File: src/rtl/backup_pkg.sv
// Shared encodings for the checkpoint sequencer and the per-register dirty trackers.
package backup_pkg;

   typedef enum logic [1:0] {
      DIRTY_CLEAN = 2'b00,
      DIRTY_DIRTY = 2'b01,
      DIRTY_READ  = 2'b10,
      DIRTY_WR    = 2'b11
   } dirty_e;

   typedef enum logic [2:0] {
      ST_IDLE,
      ST_SNAP,
      ST_SCAN,
      ST_RD,
      ST_WR,
      ST_ACK,
      ST_DONE
   } state_e;

endpackage

File: src/rtl/backup_ctrl.sv
// Checkpoint sequencer: snapshots the dirty set, copies each dirty register to NVM, acks per register.
// Min 4 cycles per dirty register with same-cycle Nvm_ack; NVM request held until Nvm_ack; Pwr_off aborts.
module backup_ctrl
   import backup_pkg::*;
#(
   parameter int                N_REGS   = 8,
   parameter int                DATA_W   = 32,
   parameter int                NVM_AW   = 16,
   parameter logic [NVM_AW-1:0] NVM_BASE = '0,
   localparam int               IW       = $clog2(N_REGS)
) (
   input  logic                Clk,
   input  logic                Rst_n,
   input  logic                Ckpt_req,
   input  logic                Pwr_off,
   input  logic [2*N_REGS-1:0] Dirty_val,
   output logic [N_REGS-1:0]   Backup_en,
   output logic [N_REGS-1:0]   Backup_ack,
   output logic [IW-1:0]       Rf_rd_addr,
   input  logic [DATA_W-1:0]   Rf_rd_data,
   output logic                Nvm_req,
   output logic [NVM_AW-1:0]   Nvm_addr,
   output logic [DATA_W-1:0]   Nvm_wdata,
   input  logic                Nvm_ack,
   output logic                Busy,
   output logic                Ckpt_done,
   output logic                Ckpt_abort
);

   state_e              state_q, state_d;
   logic [N_REGS-1:0]   mask_q;
   logic [N_REGS-1:0]   snap_mask;
   logic [IW-1:0]       idx_q;
   logic                resaved_q;
   logic [DATA_W-1:0]   data_q;
   logic                abort_q;
   logic [1:0]          cur_code;
   logic                last_idx;
   logic                kill;

   always_comb begin
      for (int i = 0; i < N_REGS; i++) begin
         snap_mask[i] = (Dirty_val[2*i +: 2] == DIRTY_DIRTY);
      end
   end

   assign cur_code   = Dirty_val[2*idx_q +: 2];
   assign last_idx   = (idx_q == IW'(N_REGS - 1));
   assign kill       = (state_q != ST_IDLE) && Pwr_off;
   assign Busy       = (state_q != ST_IDLE);
   assign Ckpt_abort = abort_q;
   assign Rf_rd_addr = idx_q;

   always_ff @(posedge Clk or negedge Rst_n) begin
      if (!Rst_n) begin
         state_q <= ST_IDLE;
      end else begin
         state_q <= state_d;
      end
   end

   always_comb begin
      state_d    = state_q;
      Backup_en  = '0;
      Backup_ack = '0;
      Nvm_req    = 1'b0;
      Nvm_addr   = '0;
      Nvm_wdata  = '0;
      Ckpt_done  = 1'b0;
      case (state_q)
         ST_IDLE: if (Ckpt_req && !Pwr_off) state_d = ST_SNAP;
         ST_SNAP: begin
            Backup_en = snap_mask;
            state_d   = ST_SCAN;
         end
         ST_SCAN: begin
            if (mask_q[idx_q])  state_d = ST_RD;
            else if (last_idx)  state_d = ST_DONE;
         end
         ST_RD: state_d = ST_WR;
         ST_WR: begin
            Nvm_req   = 1'b1;
            Nvm_addr  = NVM_BASE + NVM_AW'(idx_q);
            Nvm_wdata = data_q;
            // A register written between its read and the NVM accept gets exactly one re-save.
            if (Nvm_ack) begin
               state_d = (cur_code == DIRTY_WR && !resaved_q) ? ST_RD : ST_ACK;
            end
         end
         ST_ACK: begin
            Backup_ack = N_REGS'(1) << idx_q;
            state_d    = last_idx ? ST_DONE : ST_SCAN;
         end
         ST_DONE: begin
            Ckpt_done = 1'b1;
            state_d   = ST_IDLE;
         end
         default: state_d = ST_IDLE;
      endcase
      if (kill) state_d = ST_IDLE;
   end

   always_ff @(posedge Clk or negedge Rst_n) begin
      if (!Rst_n) begin
         mask_q    <= '0;
         idx_q     <= '0;
         resaved_q <= 1'b0;
         data_q    <= '0;
         abort_q   <= 1'b0;
      end else begin
         abort_q <= kill;
         if (kill) begin
            mask_q    <= '0;
            resaved_q <= 1'b0;
         end else begin
            case (state_q)
               ST_SNAP: begin
                  mask_q <= snap_mask;
                  idx_q  <= '0;
               end
               ST_SCAN: if (!mask_q[idx_q] && !last_idx) idx_q <= idx_q + IW'(1);
               ST_RD:   data_q <= Rf_rd_data;
               ST_WR:   if (Nvm_ack && cur_code == DIRTY_WR && !resaved_q) resaved_q <= 1'b1;
               ST_ACK: begin
                  mask_q[idx_q] <= 1'b0;
                  resaved_q     <= 1'b0;
                  if (!last_idx) idx_q <= idx_q + IW'(1);
               end
               default: ;
            endcase
         end
      end
   end

endmodule
File: config.mk
export PLATFORM = sky130hd
export DESIGN_NAME = backup_ctrl
export DESIGN_NICKNAME = d
export VERILOG_FILES = /design/src/rtl/backup_pkg.sv /design/src/rtl/backup_ctrl.sv
export SDC_FILE = /design/constraint.sdc
export NUM_CORES = 1
export LEC_CHECK = 0
export ABC_CLOCK_PERIOD_IN_PS = 2000
export CORE_UTILIZATION = 44
export CTS_BUF_LIST = sky130_fd_sc_hd__clkbuf_4
export DETAILED_ROUTE_END_ITERATION = 7
export PLACE_DENSITY_LB_ADDON = 0.12
export SLEW_MARGIN = 40
export SYNTH_ARGS = -nofsm -noshare
export SYNTH_HDL_FRONTEND = slang
export SYNTH_SLANG_ARGS = --single-unit
File: constraint.sdc
create_clock -name Clk -period 2 [get_ports Clk]
set_input_delay 0.4 -clock Clk [delete_from_list [all_inputs] [get_ports Clk]]
set_output_delay 0.4 -clock Clk [all_outputs]
set_load 0.005 [all_outputs]
**Clock wiring as the flow saved it**

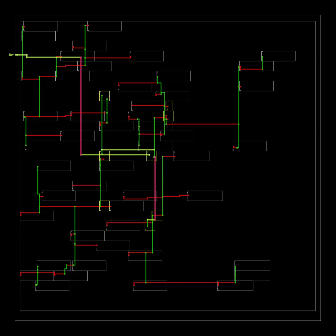
clock-net power: 465 uW
clk latency late pin: 0.35 ns
Layout clock buffers: 6

**Cell area per tile**

Drawn at 4 px/um. 8 x 8 tiles, from black (low) to pale yellow (high), 0 to 100% covered.
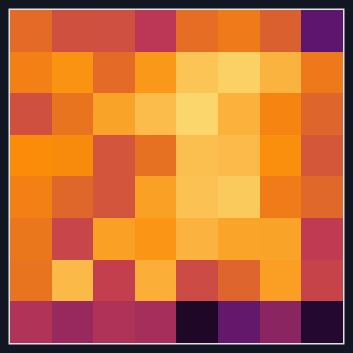
- mean over tiles: 66%
- tiles over 75% full: 36%
- fullest tile: 91%

**Sequential cells coloured by netlist name**

Drawn at 4 px/um. Other sequential cells in the stronger grey, the rest of the logic in the fainter grey.
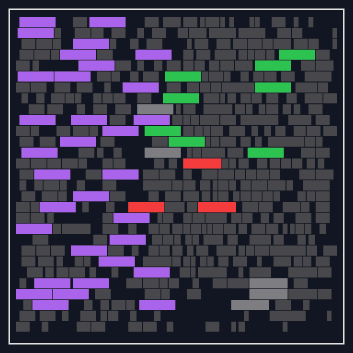
- `state_q`: red (placed flops 3)
- `mask_q`: green (placed flops 8)
- `data_q`: purple (placed flops 32)

**The metal 2 layer**

Drawn at 4 px/um.
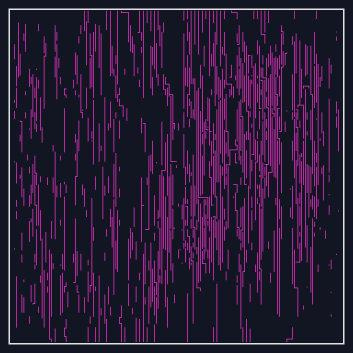
- share of all routed wire: 51%
- wire length on this layer: 4,250 um
- longest straight run: 43.2 um
- nets with wire on the layer: 446

**PDN straps and rails**

Drawn at 4 px/um. Pins as bars on the die edge.
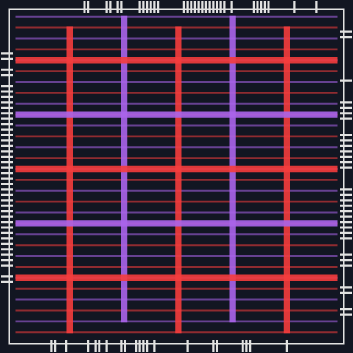
- VSS: red
- VDD: purple
- met5 straps: 5
- met4 straps: 5
- met1 rails: 30
- signal pins: 124
Die Y: 83.3 um
Peak supply drop: 0.452 mV
Core Area: 6350 um2
chip width: 83.3 um

==> results_slide.txt <==
Key Metrics from the Run

Final timing
  – Fmax: 0.443 GHz
  – RSZ-0062 raised after global routing: true
  – Final hold violation count: 0
  – Final Max Slew Viols: 0
  – Max Clock Skew: 0.00689 ns
  – Setup ws final: -0.258 ns
  – Worst-margin pin slew: 0.607 ns
  – Setup Total Neg Slack: -3.13 ns
  – Post-layout min period: 2.26 ns
  – Period utilization: 1.13
  – Setup violations, final: 37
  – Worst hold margin: 0.0256 ns
  – Rel. slew slack: 0.596

Logic synthesis
  – Cells in synth_stat.txt: 281
  – Number of flops mapped to enable cells by yosys: 0
  – Yosys Chip Area: 2910 um2
  – Avg Synthesized Cell Area: 10.3 um2
  – Synth Cell Area: 2910 um2
  – Post-synth regs: 48
  – Post-synth seq share: 0.413
  – Async SR Flop Fraction: 1.00
  – Cells after synthesis: 281
  – Synthesis Warnings: 0
  – Dominant register cell: dfrtp_1
  – Distinct lib cells used: 48

Finish
  – Syn-to-layout area delta: 60.4%
  – Number of diodes: 0
  – # fillers: 469
  – Final Non-Filler Cells: 514
  – Net count, final: 495
  – Commonest Layout Cell: clkdlybuf4s50_1
  – Top Layout Cells: 57 x clkdlybuf4s50_1, 43 x dfrtp_1, 43 x buf_4, 32 x and2_1, 32 x mux2_1
  – Layout cells sized above 1: 0.355
  – Post-route cell area: 4660 um2
  – Finished Core Util: 0.734

Worst setup path
  – Crit path largest cell delay: 0.53 ns
  – Worst Setup End Kind: output port
  – Worst Path Buf+Inv: 1
  – Critical Path Fanout Max: 6
  – Setup Crit Path Kind: register to output port
  – Slowest-stage cell, CP: clkdlybuf4s50_1
  – Top delay family on crit path: buffers and inverters
  – Crit-path cells: nor2_4 -> nand2_8 -> nor3b_2 -> clkdlybuf4s50_1
  – Worst path arrival time: 1.86 ns
  – CP required: 1.60 ns
  – CP startpoint kind: register

Detailed routing
  – Detailed Routing Iterations Pass 1: 4
  – DR WL/cell: 16.2 um
  – Final wirelength: 8.34 mm
  – Routed Antenna Nets: 0
  – Routed wl met2: 4.25 mm
  – Via count: 2,690
  – WL met3: 662 um
  – DR vias/cell: 5.23
  – DRC Markers: 0
  – Highest routed layer: met4
  – First DRT Iteration DRCs: 157
  – Met1 Wirelength: 3.30 mm

Clock tree
  – Root Driver: clkbuf_4
  – CTS H-Tree Depth: 2
  – CTS tree: built
  – CTS Sinks: 48
  – Clock Pin Slew Worst Setup and Hold Paths: 0.14 ns
  – CTS max path bufs: 2
  – CTS buffer count: 5

GRT
  – Total GRT Usage: 0.229
  – Largest net degree at the start of global routing: 33
  – Global route overflow: 0
  – First-pass GRT wire length: 12.9 mm
  – Initial antenna violation count: 0
  – Vias in the first global route: 2,713

Power and ir drop
  – Lkg Pwr: 2.26 nW
  – Power per cell area: 756 nW/um2
  – Total power: 3.53 mW

Floorplanning
  – FP Core Util: 0.458
  – Chip area: 6930 um2
  – I/O Pins: 124
  – Total number of placement rows: 29

Placement
  – Pre-CTS setup slack: -0.197 ns
  – Gpl congestion: 0.870
  – I/O Buffers: 110
  – Placed cells: 484
  – HPWL after detailed placement: 5.53 mm
  – Placement Cell Area: 4300 um2

Run status
  – Run status: complete, but fails checks
  – Failing checks: setup timing

Run
  – Tool warnings: 32
  – MaxCap Viol Count: 0

Min path
  – Worst min path class: primary input to asynchronous set/reset pin
-- path summary, 6_finish.rpt --
check / depth (start not counted) / slack (ns) / end / startpoint
max reg2reg: 6 / -0.04 / state_q[1] / Rf_rd_addr[1]
max: 4 / -0.26 / Backup_en[6] / state_q[1]
min reg2reg: 1 / 0.49 / data_q[15] / data_q[15]
min in group Clk: 1 / 0.49 / data_q[15] / data_q[15]
min: 1 / 0.03 / Rf_rd_addr[0] / Rst_n
max in group asynchronous: 2 / 1.42 / data_q[19] / Rst_n
-- registers in the layout, indices dropped and copies added, names as in the netlist --
name        flops
resaved_q       1
state_q         3
Ckpt_abort      1
Rf_rd_addr      3
mask_q          8
data_q         32
-- where the power goes --
part | leakage (nW) | internal [mW] | switching (mW)
logic | 1.60 | 0.878 | 0.709
clock network | 0.0293 | 0.148 | 0.317
registers | 0.629 | 1.30 | 0.172
total | 2.26 | 2.33 | 1.20
-- worst register-to-register path, cell delays in order, from the launching register on --
cell,delay [ns]
dfrtp_2,0.50
buf_12,0.17
mux2_4,0.29
mux4_2,0.51
o221ai_4,0.26
or2_1,0.15
a31oi_1,0.07
-- cells by family after synthesis --
kind of cell | Yosys count | share of synthesized area
DFF | 48 | 0.413
AOI/OAI and AO/OA | 48 | 0.116
other | 1 | 0.00129
muxes | 43 | 0.169
buffers and inverters | 43 | 0.0805
adders and majority gates | 6 | 0.0258
and+or+nand+nor | 92 | 0.194
-- area by class of cell --
type	instances	area [um2]	area share
Clock buffer	6	45.0	0.00966
Clock inverter	2	11.3	0.00242
Inverter	10	40.0	0.00859
Tap cell	77	96.3	0.0207
Sequential cell	48	1210	0.259
Timing Repair Buffer	169	1510	0.324
Multi-Input combinational cell	202	1750	0.375
-- repair_timing --
item | in CTS | in global routing
hold buffers | 0 | 0
setup buffers | 14 | 9
endpoints found under the setup margin | 54 | 56
gates resized | 141 | 74
pin swaps | 4 | 11
gates cloned | 0 | 1
-- cells in the mapped netlist (all sizes together) (3+ instances only) --
cell,instances,area (um2)
a31oi,4,25.0
nor3,7,35.0
o21ai,9,45.0
buf,26,170
nor3b,6,45.0
clkbuf,7,26.3
nor2b,4,27.5
dfrtp,48,1200
and3,9,56.3
or3b,3,26.3
nand3,4,20.0
nand2,4,15.0
mux2i,6,60.1
nand2b,5,31.3
inv,10,37.5
nand3b,4,30.0
mux2,36,409
a21boi,4,30.0
ha,6,75.1
nor2,8,37.5
a21oi,11,62.6
and2,35,219
a2bb2oi,6,52.6
-- metal layers --
layer	vias to the layer above	global-route usage
met3	16	0.0646
met4	0	0.0674
met1	1291	0.281
li1	1263	-
met5	-	0
met2	120	0.393
Power is estimated from default activity; no workload was simulated.
